--- src/rtl/sccb_pkg.sv ---
// Shared types and constants for the SCCB target responder.
package sccb_pkg;

  localparam logic [6:0] SCCB_OV7670_ID = 7'h21;
  localparam logic       SCCB_RW_READ   = 1'b1;

  typedef enum logic [3:0] {
    ST_IDLE,
    ST_ID,
    ST_ID_ACK,
    ST_SUB,
    ST_SUB_ACK,
    ST_WDATA,
    ST_WDATA_ACK,
    ST_RD,
    ST_RD_ACK,
    ST_WAIT_STOP
  } sccb_tgt_state_t;

endpackage

--- src/rtl/sccb_line_sync.sv ---
// Synchronises the asynchronous scl/sda lines into clk and derives one-cycle
// scl edge and START/STOP condition pulses.
module sccb_line_sync #(
  parameter int SYNC_STAGES = 2
) (
  input  logic clk,
  input  logic reset,
  input  logic i_scl,
  input  logic i_sda,
  output logic o_sda,
  output logic o_scl_rise,
  output logic o_scl_fall,
  output logic o_start,
  output logic o_stop
);

  logic [SYNC_STAGES-1:0] r_scl_sync;
  logic [SYNC_STAGES-1:0] r_sda_sync;
  logic                   r_scl_prev;
  logic                   r_sda_prev;
  logic                   w_scl;
  logic                   w_sda;

  assign w_scl = r_scl_sync[SYNC_STAGES-1];
  assign w_sda = r_sda_sync[SYNC_STAGES-1];

  // An idle bus floats high, so everything resets to 1 to avoid a false edge.
  always_ff @(posedge clk or posedge reset) begin
    if (reset) begin
      r_scl_sync <= '1;
      r_sda_sync <= '1;
      r_scl_prev <= 1'b1;
      r_sda_prev <= 1'b1;
    end else begin
      r_scl_sync <= {r_scl_sync[SYNC_STAGES-2:0], i_scl};
      r_sda_sync <= {r_sda_sync[SYNC_STAGES-2:0], i_sda};
      r_scl_prev <= w_scl;
      r_sda_prev <= w_sda;
    end
  end

  assign o_sda      = w_sda;
  assign o_scl_rise = w_scl & ~r_scl_prev;
  assign o_scl_fall = ~w_scl & r_scl_prev;
  assign o_start    = w_scl & r_scl_prev & r_sda_prev & ~w_sda;
  assign o_stop     = w_scl & r_scl_prev & ~r_sda_prev & w_sda;

endmodule

--- src/rtl/sccb_target.sv ---
// SCCB responder with a 256x8 register file: 3-phase writes, 2-phase reads,
// host read port and a write-event strobe.
module sccb_target
  import sccb_pkg::*;
#(
  parameter logic [6:0] DEV_ADDR    = SCCB_OV7670_ID,
  parameter int         SYNC_STAGES = 2,
  parameter logic [7:0] REG_INIT    = 8'h00
) (
  input  logic       clk,
  input  logic       reset,
  input  logic       scl,
  input  logic       sda_in,
  output logic       sda_oe,
  input  logic [7:0] reg_rd_addr,
  output logic [7:0] reg_rd_data,
  output logic       wr_strobe,
  output logic [7:0] wr_addr,
  output logic [7:0] wr_data,
  output logic       busy
);

  logic w_sda;
  logic w_scl_rise;
  logic w_scl_fall;
  logic w_start;
  logic w_stop;

  sccb_line_sync #(
    .SYNC_STAGES (SYNC_STAGES)
  ) u_line_sync (
    .clk        (clk),
    .reset      (reset),
    .i_scl      (scl),
    .i_sda      (sda_in),
    .o_sda      (w_sda),
    .o_scl_rise (w_scl_rise),
    .o_scl_fall (w_scl_fall),
    .o_start    (w_start),
    .o_stop     (w_stop)
  );

  sccb_tgt_state_t r_state;
  logic [3:0]      r_bit_cnt;
  logic [7:0]      r_shift;
  logic [7:0]      r_sub_addr;
  logic            r_sda_oe;
  logic            r_wr_strobe;
  logic [7:0]      r_wr_addr;
  logic [7:0]      r_wr_data;
  logic            r_busy;

  // Register file: array without reset plus per-entry valid bits, so the
  // storage still maps to block RAM while reset restores REG_INIT everywhere.
  logic [7:0]   r_mem [256];
  logic [255:0] r_valid;
  logic [7:0]   r_host_q;
  logic         r_host_vld;
  logic [7:0]   r_bus_q;
  logic         r_bus_vld;
  logic         w_host_hit;
  logic [7:0]   w_bus_byte;

  always_ff @(posedge clk) begin
    if (r_wr_strobe) begin
      r_mem[r_wr_addr] <= r_wr_data;
    end
  end

  assign w_host_hit = r_wr_strobe && (r_wr_addr == reg_rd_addr);

  always_ff @(posedge clk or posedge reset) begin
    if (reset) begin
      r_valid    <= '0;
      r_host_q   <= 8'h00;
      r_host_vld <= 1'b0;
      r_bus_q    <= 8'h00;
      r_bus_vld  <= 1'b0;
    end else begin
      if (r_wr_strobe) begin
        r_valid[r_wr_addr] <= 1'b1;
      end
      if (w_host_hit) begin
        r_host_q   <= r_wr_data;
        r_host_vld <= 1'b1;
      end else begin
        r_host_q   <= r_mem[reg_rd_addr];
        r_host_vld <= r_valid[reg_rd_addr];
      end
      r_bus_q   <= r_mem[r_sub_addr];
      r_bus_vld <= r_valid[r_sub_addr];
    end
  end

  assign reg_rd_data = r_host_vld ? r_host_q : REG_INIT;
  assign w_bus_byte  = r_bus_vld ? r_bus_q : REG_INIT;

  always_ff @(posedge clk or posedge reset) begin
    if (reset) begin
      r_state     <= ST_IDLE;
      r_bit_cnt   <= 4'd0;
      r_shift     <= 8'h00;
      r_sub_addr  <= 8'h00;
      r_sda_oe    <= 1'b0;
      r_wr_strobe <= 1'b0;
      r_wr_addr   <= 8'h00;
      r_wr_data   <= 8'h00;
      r_busy      <= 1'b0;
    end else begin
      r_wr_strobe <= 1'b0;
      if (w_start) begin
        r_state   <= ST_ID;
        r_bit_cnt <= 4'd0;
        r_sda_oe  <= 1'b0;
        r_busy    <= 1'b1;
      end else if (w_stop) begin
        r_state  <= ST_IDLE;
        r_sda_oe <= 1'b0;
        r_busy   <= 1'b0;
      end else begin
        case (r_state)
          ST_ID, ST_SUB, ST_WDATA: begin
            if (w_scl_rise && (r_bit_cnt != 4'd8)) begin
              r_shift   <= {r_shift[6:0], w_sda};
              r_bit_cnt <= r_bit_cnt + 4'd1;
            end else if (w_scl_fall && (r_bit_cnt == 4'd8)) begin
              r_bit_cnt <= 4'd0;
              if (r_state == ST_ID) begin
                if (r_shift[7:1] == DEV_ADDR) begin
                  r_sda_oe <= 1'b1;
                  r_state  <= ST_ID_ACK;
                end else begin
                  r_state <= ST_WAIT_STOP;
                end
              end else if (r_state == ST_SUB) begin
                r_sda_oe   <= 1'b1;
                r_sub_addr <= r_shift;
                r_state    <= ST_SUB_ACK;
              end else begin
                r_sda_oe    <= 1'b1;
                r_wr_strobe <= 1'b1;
                r_wr_addr   <= r_sub_addr;
                r_wr_data   <= r_shift;
                r_sub_addr  <= r_sub_addr + 8'd1;
                r_state     <= ST_WDATA_ACK;
              end
            end
          end
          ST_ID_ACK: begin
            if (w_scl_fall) begin
              if (r_shift[0] == SCCB_RW_READ) begin
                // The ack-ending fall doubles as the drive edge for read bit 7.
                r_sda_oe  <= ~w_bus_byte[7];
                r_shift   <= {w_bus_byte[6:0], 1'b0};
                r_bit_cnt <= 4'd0;
                r_state   <= ST_RD;
              end else begin
                r_sda_oe <= 1'b0;
                r_state  <= ST_SUB;
              end
            end
          end
          ST_SUB_ACK, ST_WDATA_ACK: begin
            if (w_scl_fall) begin
              r_sda_oe <= 1'b0;
              r_state  <= ST_WDATA;
            end
          end
          ST_RD: begin
            if (w_scl_rise) begin
              r_bit_cnt <= r_bit_cnt + 4'd1;
            end else if (w_scl_fall) begin
              if (r_bit_cnt == 4'd8) begin
                r_sda_oe  <= 1'b0;
                r_bit_cnt <= 4'd0;
                r_state   <= ST_RD_ACK;
              end else begin
                r_sda_oe <= ~r_shift[7];
                r_shift  <= {r_shift[6:0], 1'b0};
              end
            end
          end
          ST_RD_ACK: begin
            // r_bit_cnt==1 marks "master acked, next byte pending".
            if (w_scl_rise) begin
              if (!w_sda) begin
                r_sub_addr <= r_sub_addr + 8'd1;
                r_bit_cnt  <= 4'd1;
              end else begin
                r_state <= ST_WAIT_STOP;
              end
            end else if (w_scl_fall && (r_bit_cnt == 4'd1)) begin
              r_sda_oe  <= ~w_bus_byte[7];
              r_shift   <= {w_bus_byte[6:0], 1'b0};
              r_bit_cnt <= 4'd0;
              r_state   <= ST_RD;
            end
          end
          default: begin
            r_state <= r_state;
          end
        endcase
      end
    end
  end

  assign sda_oe    = r_sda_oe;
  assign wr_strobe = r_wr_strobe;
  assign wr_addr   = r_wr_addr;
  assign wr_data   = r_wr_data;
  assign busy      = r_busy;

endmodule

--- config.mk ---
export PLATFORM = sky130hd
export DESIGN_NAME = sccb_target
export DESIGN_NICKNAME = d
export VERILOG_FILES = /design/src/rtl/sccb_pkg.sv /design/src/rtl/sccb_line_sync.sv /design/src/rtl/sccb_target.sv
export SDC_FILE = /design/constraint.sdc
export NUM_CORES = 2
export LEC_CHECK = 0
export CAP_MARGIN = 20
export CORE_UTILIZATION = 45
export DETAILED_ROUTE_END_ITERATION = 10
export HOLD_SLACK_MARGIN = 0.05
export SETUP_SLACK_MARGIN = 0.5
export SLEW_MARGIN = 40
export SYNTH_ARGS = -nofsm -noshare
export SYNTH_HDL_FRONTEND = slang
export SYNTH_HIERARCHICAL = 1
export SYNTH_SLANG_ARGS = --single-unit
export TNS_END_PERCENT = 20
--- constraint.sdc ---
create_clock -name clk -period 14.8 [get_ports clk]
set_input_delay 1.48 -clock clk [delete_from_list [all_inputs] [get_ports clk]]
set_output_delay 1.48 -clock clk [all_outputs]
set_load 0.01 [all_outputs]
m3.png
The bar under the picture is 100 um long.
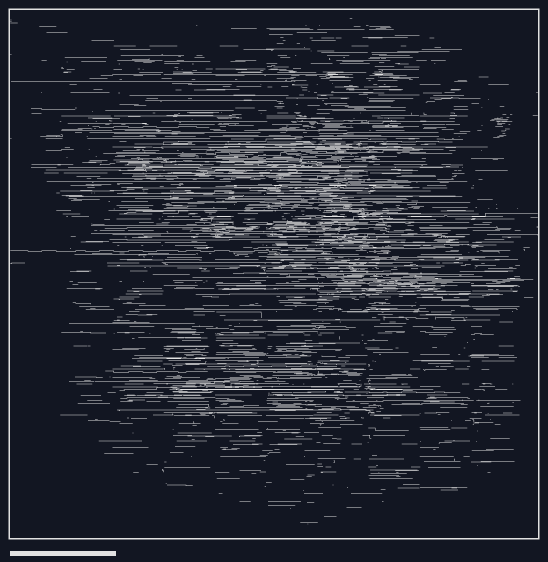
share of all routed wire	12%
wire length on this layer	46.9 mm
longest straight run	279 um

port_trees.png
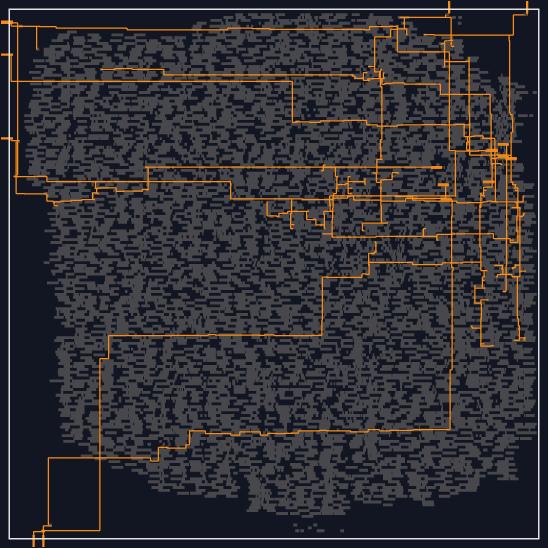
port	color	direction	edge	end cells	buffers	wire
wr_data	orange	output	4 left, 2 bottom, 2 top	8	8	6800 um

==> impl_table.tex <==
% Table of physical implementation metrics
\begin{tabular}{lr}
\hline
Metric & Value \\
\hline
\multicolumn{2}{l}{\textbf{Critical path}} \\
Arrival time reported for the critical path endpoint & between 6000 and 7000 ps \\
Dominant delay contributor by cell family on the critical path & buffers and inverters \\
Startpoint of the most critical setup path & r\_sub\_addr[0] \\
Instance count on the critical path & 9 \\
\multicolumn{2}{l}{\textbf{Layout}} \\
Top cell class by occupied area & flip-flops and latches \\
Register share of the cell area & a little under three fifths \\
Antenna diode instance count & 9 \\
Area share of buffers outside the clock network & under 10\% \\
\multicolumn{2}{l}{\textbf{Power}} \\
Peak ir drop on the vdd network & between 200 and 250 uV \\
Static Leakage & between 30 and 40 nW \\
\multicolumn{2}{l}{\textbf{Die}} \\
DIE AREA & between 200000 and 250000 um\^{}2 \\
\multicolumn{2}{l}{\textbf{Global route}} \\
Total routing resource utilization after global routing & roughly 31\% \\
\multicolumn{2}{l}{\textbf{Place}} \\
Final RePlAce weighted congestion & about 0.95 \\
IO Port Bufs & 38 \\
\multicolumn{2}{l}{\textbf{CTS}} \\
Maximum root-to-sink buffer count & 4 \\
Num CTS Buffers & about 280 \\
\multicolumn{2}{l}{\textbf{Logic synthesis}} \\
Number of warnings printed during yosys synthesis & 6 \\
\multicolumn{2}{l}{\textbf{Final timing}} \\
Final clock period utilization by the worst path & roughly two fifths \\
Setup TNS & 0 ps \\
Worst-Margin Slew & around 970 ps \\
\multicolumn{2}{l}{\textbf{Routing}} \\
Final routed wire length divided by cell count & a little over 40 um \\
\multicolumn{2}{l}{\textbf{Run status}} \\
Outcome & finished clean \\
\multicolumn{2}{l}{\textbf{Run}} \\
Tool Warnings & roughly 43 \\
\hline
\end{tabular}
class_map.png
Fill, decap, tap and diode cells in gray.
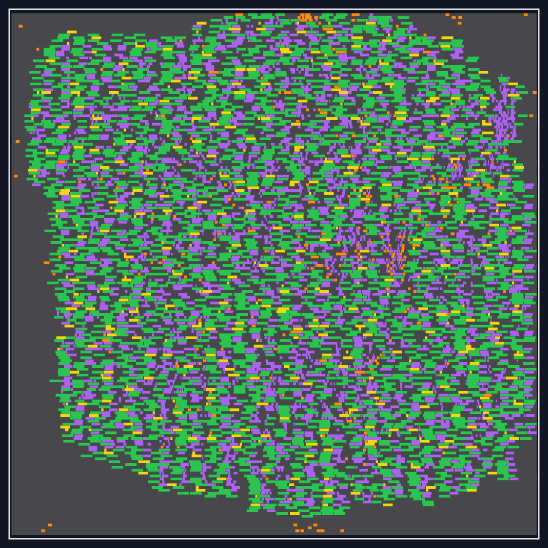
class	color	cells	share of their area
clock drivers and dummy loads	yellow	483	7.2%
remaining buffers and delay cells	orange	266	2.1%
remaining logic cells	purple	3137	33%
registers	green	2371	58%

## synthesized netlist by cell type, drive strengths merged, types with 58 or more instances
cell type,instances
or2,262
a22oi,124
o21ai,120
a21oi,81
a221oi,58
mux2,66
mux2i,196
nor2,333
mux4,1191
dfrtp,317
nand2,205
clkbuf,242
buf,228
o22ai,63
edfxtp,2048
## sequential cells by signal (all words and copies together), names as in the netlist, 2 cells and up
signal and flops:
r_host_q 8, u_line_sync/r_scl_sync 2, r_shift 8, r_valid 256
wr_data 8, u_line_sync/r_sda_sync 2, r_bus_q 8, wr_addr 8
r_bit_cnt 4, r_sub_addr 8, r_mem 2048, r_state 4
## layer usage
layer,vias to the layer above,GRT usage (%),routed length (um)
met3,902,9.240,46870
met1,35883,42.20,144400
met5,-,0,48
met2,4441,45.54,172100
met4,8,14.27,21110
li1,25282,-,-
Power figures rest on the tool's default switching activity, not on a simulated workload.
